**config.mk**
```make
export PLATFORM = sky130hd
export DESIGN_NAME = half_adder_bank_flat
export DESIGN_NICKNAME = d
export VERILOG_FILES = /design/src/rtl/half_adder_bank_if.sv /design/src/rtl/ha_bit.sv /design/src/rtl/half_adder_bank.sv /design/src/flat_wrapper.sv
export SDC_FILE = /design/constraint.sdc
export NUM_CORES = 1
export LEC_CHECK = 0
export CORE_AREA = 4 4 41 43
export DETAILED_ROUTE_END_ITERATION = 8
export DIE_AREA = 0 0 45 47
export PLACE_DENSITY = 0.59
export SLEW_MARGIN = 20
export SYNTH_ARGS = -nofsm -noshare
export SYNTH_HDL_FRONTEND = slang
export SYNTH_SLANG_ARGS = --single-unit
```
**constraint.sdc**
```tcl
create_clock -name clk -period 1.2 [get_ports clk]
set_input_delay 0.24 -clock clk [delete_from_list [all_inputs] [get_ports clk]]
set_output_delay 0.24 -clock clk [all_outputs]
set_load 0.03 [all_outputs]
```
**src/rtl/half_adder_bank_if.sv**
```systemverilog
// Streaming operand/result bus for half_adder_bank: valid/ready in, valid/ready out.
interface half_adder_bank_if #(
  parameter int unsigned WIDTH = 1
);
  logic [WIDTH-1:0] A;
  logic [WIDTH-1:0] B;
  logic             in_valid;
  logic             in_ready;
  logic [WIDTH-1:0] Sum;
  logic [WIDTH-1:0] Cout;
  logic             out_valid;
  logic             out_ready;

  modport slave (
    input  A, B, in_valid, out_ready,
    output in_ready, Sum, Cout, out_valid
  );

  modport master (
    output A, B, in_valid, out_ready,
    input  in_ready, Sum, Cout, out_valid
  );
endinterface

```
**src/rtl/ha_bit.sv**
```systemverilog
// Single-lane combinational half adder.
module ha_bit (
  input  logic a_i,
  input  logic b_i,
  output logic sum_c,
  output logic cout_c
);
  assign sum_c  = a_i ^ b_i;
  assign cout_c = a_i & b_i;
endmodule

```
**src/rtl/half_adder_bank.sv**
```systemverilog
// Bank of WIDTH independent half adders behind an input handshake and a
// two-entry (main + skid) registered output buffer.
module half_adder_bank #(
  parameter int unsigned WIDTH = 1
) (
  input  logic                clk,
  input  logic                rst_n,
  half_adder_bank_if.slave    bus
);
  localparam int unsigned PW = 2 * WIDTH;

  typedef enum logic [1:0] {
    S_EMPTY = 2'd0,
    S_ONE   = 2'd1,
    S_FULL  = 2'd2
  } occ_e;

  occ_e             state_q, state_d;
  logic [PW-1:0]    main_q, main_d;
  logic [PW-1:0]    skid_q, skid_d;
  logic [WIDTH-1:0] sum_c, cout_c;
  logic [PW-1:0]    res_c;
  logic             accept_c, drain_c;

  for (genvar i = 0; i < int'(WIDTH); i++) begin : g_lane
    ha_bit u_ha (
      .a_i    (bus.A[i]),
      .b_i    (bus.B[i]),
      .sum_c  (sum_c[i]),
      .cout_c (cout_c[i])
    );
  end

  assign res_c    = {sum_c, cout_c};
  assign accept_c = bus.in_valid  && (state_q != S_FULL);
  assign drain_c  = bus.out_ready && (state_q != S_EMPTY);

  // Occupancy control: main always holds the FIFO head, skid the second entry.
  always_comb begin
    state_d = state_q;
    main_d  = main_q;
    skid_d  = skid_q;
    unique case (state_q)
      S_EMPTY: begin
        if (accept_c) begin
          main_d  = res_c;
          state_d = S_ONE;
        end
      end
      S_ONE: begin
        if (accept_c && drain_c) begin
          main_d = res_c;
        end else if (accept_c) begin
          skid_d  = res_c;
          state_d = S_FULL;
        end else if (drain_c) begin
          state_d = S_EMPTY;
        end
      end
      S_FULL: begin
        if (drain_c) begin
          main_d  = skid_q;
          skid_d  = '0;
          state_d = S_ONE;
        end
      end
      default: begin
        state_d = S_EMPTY;
      end
    endcase
  end

  always_ff @(posedge clk or negedge rst_n) begin
    if (!rst_n) begin
      state_q <= S_EMPTY;
      main_q  <= '0;
      skid_q  <= '0;
    end else begin
      state_q <= state_d;
      main_q  <= main_d;
      skid_q  <= skid_d;
    end
  end

  // Handshake outputs decode the state register only; no path from out_ready.
  assign bus.in_ready  = (state_q != S_FULL);
  assign bus.out_valid = (state_q != S_EMPTY);
  assign bus.Sum       = main_q[PW-1:WIDTH];
  assign bus.Cout      = main_q[WIDTH-1:0];
endmodule

```
**src/flat_wrapper.sv**
```systemverilog
// flat-port wrapper written by rule: the top's interface ports become plain ports
module half_adder_bank_flat 
#(
  parameter int unsigned WIDTH = 1
)
  (clk, rst_n, bus_A, bus_B, bus_in_valid, bus_out_ready, bus_in_ready, bus_Sum, bus_Cout, bus_out_valid);
  half_adder_bank_if #(.WIDTH(WIDTH)) bus_i ();
  input  logic clk;
  input  logic rst_n;
  input wire logic [$bits(bus_i.A)-1:0] bus_A;
  input wire logic [$bits(bus_i.B)-1:0] bus_B;
  input wire logic [$bits(bus_i.in_valid)-1:0] bus_in_valid;
  input wire logic [$bits(bus_i.out_ready)-1:0] bus_out_ready;
  output wire logic [$bits(bus_i.in_ready)-1:0] bus_in_ready;
  output wire logic [$bits(bus_i.Sum)-1:0] bus_Sum;
  output wire logic [$bits(bus_i.Cout)-1:0] bus_Cout;
  output wire logic [$bits(bus_i.out_valid)-1:0] bus_out_valid;
  assign bus_i.A = bus_A;
  assign bus_i.B = bus_B;
  assign bus_i.in_valid = bus_in_valid;
  assign bus_i.out_ready = bus_out_ready;
  assign bus_in_ready = bus_i.in_ready;
  assign bus_Sum = bus_i.Sum;
  assign bus_Cout = bus_i.Cout;
  assign bus_out_valid = bus_i.out_valid;
  half_adder_bank #(.WIDTH(WIDTH)) u_core (.clk(clk), .rst_n(rst_n), .bus(bus_i));
endmodule
```
run_1/layers.png
Bar = 10 um. Two of the layers only.
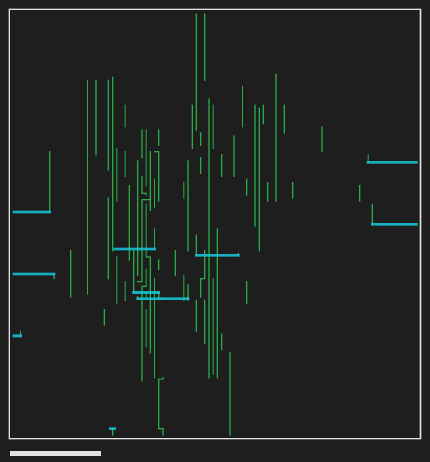
M2 -> green  # wire length 434 um
M3 -> cyan  # wire length 36.6 um
Overall Global Routing Usage: 9.206%
vias after detailed routing: 350
routed wire length: 857 um
DR WL/cell: 11.43 um

run_1/route_heat.png
Bar = 10 um. 9 x 9 tiles, from black (low) to pale yellow (high), scaled to the fullest tile. Values are wire area over tile area, all layers added.
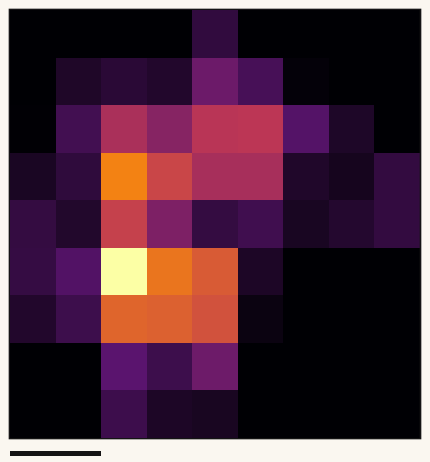
nearly empty tiles = 40%
emptiest ninth of the die = lower right
tiles over half the peak = 11%
densest ninth of the die = center
fullest tile = 0.39

==> flow_summary.yaml, run 1 <==
# synthesis and place-and-route metrics
cts:
  clockBufferDepth: 2
  htreeDepth: 1
  cts_buffers: 3
  clk_pin_slew_ps: 50
synth:
  yosysTopAreaCell: "dfrtp_1"
  ys_seq_share_pct: 38.46
  ys_chip_area_um2: 390.4
  common_cells: "6 x dfrtp_1, 4 x a21oi_1, 4 x mux2_4"
  yosysMostFrequentCell: "dfrtp_1"
  yosysTopAreaCellShare_pct: 38.46
  syn_area_um2: 390.4
  ys_sh_adder_pct: 3.205
  synthAoiAreaFrac_pct: 15.71
critical_path:
  critical_path.startpoint: "u_core.state_q[0]"
  r2r-start: "u_core.state_q[0]"
  critPathRequiredTime_ps: 1330
  crit_type: "flip-flop to flip-flop"
  startpoint_type: "flip-flop"
  crit_fanout: 5
  setup.worst_path.end_class: "flip-flop"
timing:
  fmax_mhz: 717.0
  setup_viol: 4
  finalClockSkew_ps: 2.706
  max-slew-margin-rel_pct: 79.03
  maxSlewViolCount: 0
  fin_crit_sh_pct: 116.2
  setup_ws_ps: -194.7
power_and_ir_drop:
  finalPower_mw: 1.005
  power_frac_clock_pct: 18.8
  p_comb_share_pct: 49.8
floorplanning:
  die_h_um: 47
  ios: 10
  fp_util_pct: 30.00
  core_area_mm2: 0.001301
  die_width_um: 45
detailed_routing:
  drtIter0Drc: 7
  via_per_inst: 4.667
layout:
  num-fill-cells: 125
placement:
  gp_congestion: 0.7438
outcome:
  outcome: "complete, but fails checks"
  violations: "negative setup slack"
run_1/m1.png
Bar = 10 um. Supply wires on this layer in gray.
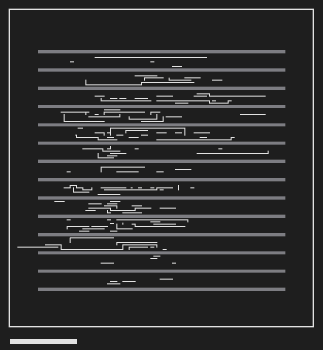
longest straight run = 16.6 um
wire length on this layer = 367 um
nets with wire on the layer = 61
GR met1 Demand/Resource: 8.525%

==> run 1: cell usage in the layout, fill, tap and decap left out <==
master	n
buf_4	11
buf_6	7
dfrtp_1	6
clkdlybuf4s50_1	5
a21oi_1	4
mux2_4	4
clkbuf_4	3
and2b_2	2
nand2b_1	2
nand2_1	2
or2_2	1
nor2b_4	1
inv_2	1
nor2_1	1
nand2b_4	1
inv_1	1
o22ai_4	1
nor3_1	1
a211oi_1	1
mux2i_1	1
o22ai_1	1
nor3_2	1
a211oi_2	1
ha_1	1
==> run 1: stage by stage <==
stage | setup slack, ps | hold slack (ps) | area [um2] | cells
2_1_floorplan | -77.91 | -55.59 | 397.9 | 35
3_3_place_gp | -382.9 | 500.2 | 563.0 | 68
3_5_place_dp | -395.1 | 506.0 | 563.0 | 68
4_1_cts | -183.2 | 257.5 | 628.1 | 74
5_1_grt | -232.8 | 252.8 | 649.4 | 75
6_report | -194.7 | 256.0 | 649.4 | 75
==> run 1: final timing paths <==
kind                                         end  slack (ps)  cells past startpoint
worst max-delay path            u_core.main_q[1]        -190                      5
worst min-delay path            u_core.skid_q[1]         260                      1
worst max register to register  u_core.main_q[1]        -190                      5
worst min register to register  u_core.main_q[0]         510                      1
max in group asynchronous       u_core.skid_q[0]         710                      1
min in group clk                u_core.main_q[0]         510                      1
==> run 1: repair_timing <==
action	4_1_cts	5_1_grt
pin swaps	0	1
buffers inserted	3	1
cloned	0	0
setup endpoints to repair	6	7
gates resized	13	3
==> run 1: registers in the layout, indices dropped and copies added, names as in the netlist <==
register and count:
u_core.main_q 2, u_core.state_q 2, u_core.skid_q 2
==> run 1: critical path, stage by stage (launching register included) <==
cell	delay [ps]
dfrtp_1	380
buf_6	130
nor2b_4	130
buf_6	120
mux2_4	280
mux2_4	250
==> run 1: cell families (layout without fill, tap and decap cells) <==
family	after synthesis	in the layout
and+or+nand+nor	12	12
AOI/OAI and AO/OA	8	8
DFF	6	6
muxes	5	5
buffers and inverters	3	28
adders and majority gates	1	1
==> run 1: routing by layer <==
layer	vias to the layer above	wire (um)	GRT usage (%)
met3	2	36	3.448
met1	160	367	8.525
li1	174	-	-
met2	14	434	16.38
met4	0	19	7.018
met5	-	0	0
==> run 1: layout make-up <==
class,instances,area (um2),area share [%]
Inverter,2,7.507,1.156
Sequential cell,6,150.1,23.12
Tap cell,15,18.77,2.890
Multi-Input combinational cell,26,239.0,36.80
Clock buffer,3,22.52,3.468
Timing Repair Buffer,23,211.5,32.56
==> run 1: power groups by stage <==
stage / combinational, mW / sequential (mW) / clock, mW
6_report: 0.501 / 0.315 / 0.189
5_1_grt: 0.539 / 0.326 / 0.213
4_1_cts: 0.479 / 0.316 / 0.190
3_5_place_dp: 0.437 / 0.317 / 0
3_3_place_gp: 0.433 / 0.315 / 0
2_1_floorplan: 0.230 / 0.365 / 0
==> run 2: changes to the inputs <==
--- a/config.mk
+++ b/config.mk
@@ -8,8 +8,10 @@
 export CORE_AREA = 4 4 41 43
 export DETAILED_ROUTE_END_ITERATION = 8
 export DIE_AREA = 0 0 45 47
+export GPL_ROUTABILITY_DRIVEN = 0
 export PLACE_DENSITY = 0.59
 export SLEW_MARGIN = 20
 export SYNTH_ARGS = -nofsm -noshare
 export SYNTH_HDL_FRONTEND = slang
 export SYNTH_SLANG_ARGS = --single-unit
+export TNS_END_PERCENT = 20
run_2/route_heat.png
Bar = 10 um. 9 x 9 tiles, from black (low) to pale yellow (high), scaled to the fullest tile. Values are wire area over tile area, all layers added.
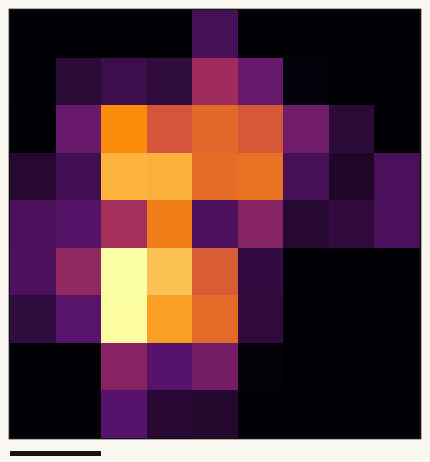
emptiest ninth of the die = lower right
nearly empty tiles = 40%
densest ninth of the die = center
vias after detailed routing: 351
DR WL/cell: 11.16 um
routed wire length: 826 um

run_2/class_map.png
Fill, decap, tap and diode cells in gray.
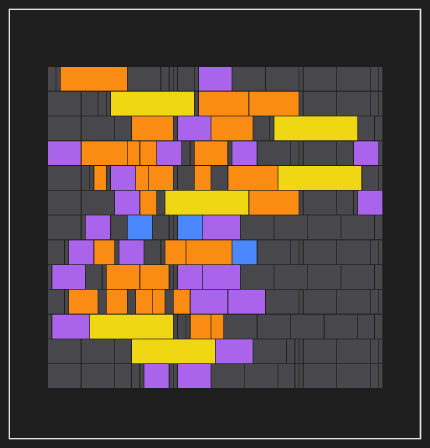
clock-net drivers -> blue  # cells 3, share of their area 3.6%
remaining buffers and delay cells -> purple  # cells 22, share of their area 32%
remaining logic cells -> orange  # cells 28, share of their area 40%
registers -> yellow  # cells 6, share of their area 24%
Final Util: 49.04%
row cnt: 13
Seq/total area: 23.53%
Final Cell Area: 638.1 um2
CORE AREA: 0.001301 mm2

==> run 2 against run 1 <==
  * The flow still finishes with violations (negative setup slack)
  * Via count increased by 0.29%
  * Sequential power barely moved
  * Routed wire length shrank 3.6%
  * Final area fell by 1.7%
  * Fmax up 0.58%
  * Worst hold slack got worse by 5.0 ps
  * Count of clock-buffer cells in the layout stayed put
  * Global-route usage did not move
  * Combinational power down 2%
  * Critical path type unchanged
  * Largest power group unchanged
==> flow_summary.yaml, run 2 <==
# synthesis and place-and-route metrics
power_and_ir_drop:
  finalPower_mw: 0.9951
  p_comb_share_pct: 49.3
  cellLeakagePower_nw: 0.2938
  p_int_mw: 0.6536
  power_frac_clock_pct: 18.9
critical_path:
  crit_fanout: 3
  startpoint_type: "flip-flop"
  setup.worst_path.end_class: "flip-flop"
  crit_type: "flip-flop to flip-flop"
  critPathRequiredTime_ps: 1330
timing:
  setup_viol: 4
  max-slew-margin-rel_pct: 79.85
  finalClockSkew_ps: 3.269
  fmax_mhz: 721.1
  fin_crit_sh_pct: 115.6
  setup_ws_ps: -186.7
  maxSlewViolCount: 0
cts:
  root_buffer: "clkbuf_4"
  clockBufferDepth: 2
  cts_buffers: 3
  htreeDepth: 1
layout:
  layout_top_cells: "11 x buf_4, 6 x buf_6, 6 x dfrtp_1, 5 x clkdlybuf4s50_1"
  comb_area_um2: 239.0
  flop_area_um2: 150.1
  mostFrequentLayoutCell: "buf_4"
outcome:
  outcome: "complete, but fails checks"
  violations: "negative setup slack"
floorplanning:
  die_area_mm2: 0.002115
  fp_util_pct: 30.00
  die_h_um: 47
  die_width_um: 45
  ios: 10
synth:
  ys_chip_area_um2: 390.4
  common_cells: "6 x dfrtp_1, 4 x a21oi_1, 4 x mux2_4"
  yosysTopAreaCellShare_pct: 38.46
  syn_area_um2: 390.4
  ys_seq_share_pct: 38.46
  yosysMostFrequentCell: "dfrtp_1"
  yosysTopAreaCell: "dfrtp_1"
detailed_routing:
  via_per_inst: 4.743
global_routing:
  grt_util_all_layers_pct: 9.206
placement:
  hpwl_um: 647.5
run_2/placed.png
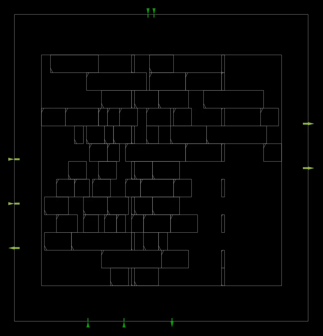
Well Taps: 15
Fillers: 124
flip-flops: 6
Non-Filler Instances: 74

-- run 2: cell counts after synthesis --
No cell type changed its count.
-- run 2: final timing paths --
check                                  start               end  slack, ps  cells after the start
max                        u_core.state_q[1]  u_core.main_q[1]       -190                      5
max in group asynchronous              rst_n  u_core.skid_q[0]        720                      1
min                                    rst_n  u_core.skid_q[1]        250                      1
min reg2reg                 u_core.main_q[0]  u_core.main_q[0]        510                      1
min in group clk            u_core.main_q[0]  u_core.main_q[0]        510                      1
max reg2reg                u_core.state_q[1]  u_core.main_q[1]       -190                      5
-- run 2: cells by family (layout without fill, tap and decap cells) --
group	Yosys count	after routing	share of synthesized area, %
AND-OR/OR-AND	8	8	15.71
adder cells (fa/ha/maj)	1	1	3.205
buffers and inverters	3	27	4.808
flip-flops	6	6	38.46
multiplexers	5	5	17.95
AND/OR/NAND/NOR	12	12	19.87
-- run 2: layer usage --
layer	up-vias	global-route usage [%]	wire length (um)
met2	11	16.38	422
li1	174	-	-
met3	2	3.448	29
met1	164	8.525	355
met4	0	7.018	19
met5	-	0	0
-- run 2: critical path, cell delays in order (launching register included) --
cell	delay, ps
dfrtp_1	380
buf_6	130
nor2b_4	120
buf_6	110
mux2_4	280
mux2_4	250
-- run 2: repair_timing --
action | 4_1_cts | 5_1_grt
pin swaps | 0 | 0
buffers inserted | 3 | 0
gates cloned | 0 | 0
setup endpoints to repair | 6 | 7
resized | 13 | 2
-- run 2: power by group through the flow --
stage / logic (mW) / clock network, mW / registers [mW]
after floorplan: 0.230 / 0 / 0.365
after global placement: 0.433 / 0 / 0.315
after detailed placement: 0.437 / 0 / 0.317
after CTS: 0.479 / 0.190 / 0.316
after global routing: 0.530 / 0.213 / 0.326
final: 0.491 / 0.188 / 0.316
-- run 2: layout make-up --
type	count	share of cell area, %
Sequential cell	6	23.53
Multi-Input combinational cell	26	37.45
Inverter	2	1.176
Timing Repair Buffer	22	31.37
Tap cell	15	2.941
Clock buffer	3	3.529
-- run 2: through the flow --
step           utilization, %  instance area [um2]  cells
3_3_place_gp            43.27                563.0     68
2_1_floorplan               -                397.9     35
5_1_grt                 49.04                638.1     74
6_report                49.04                638.1     74
3_5_place_dp            43.27                563.0     68
4_1_cts                 48.27                628.1     74
Power and IR drop assume default switching activity.
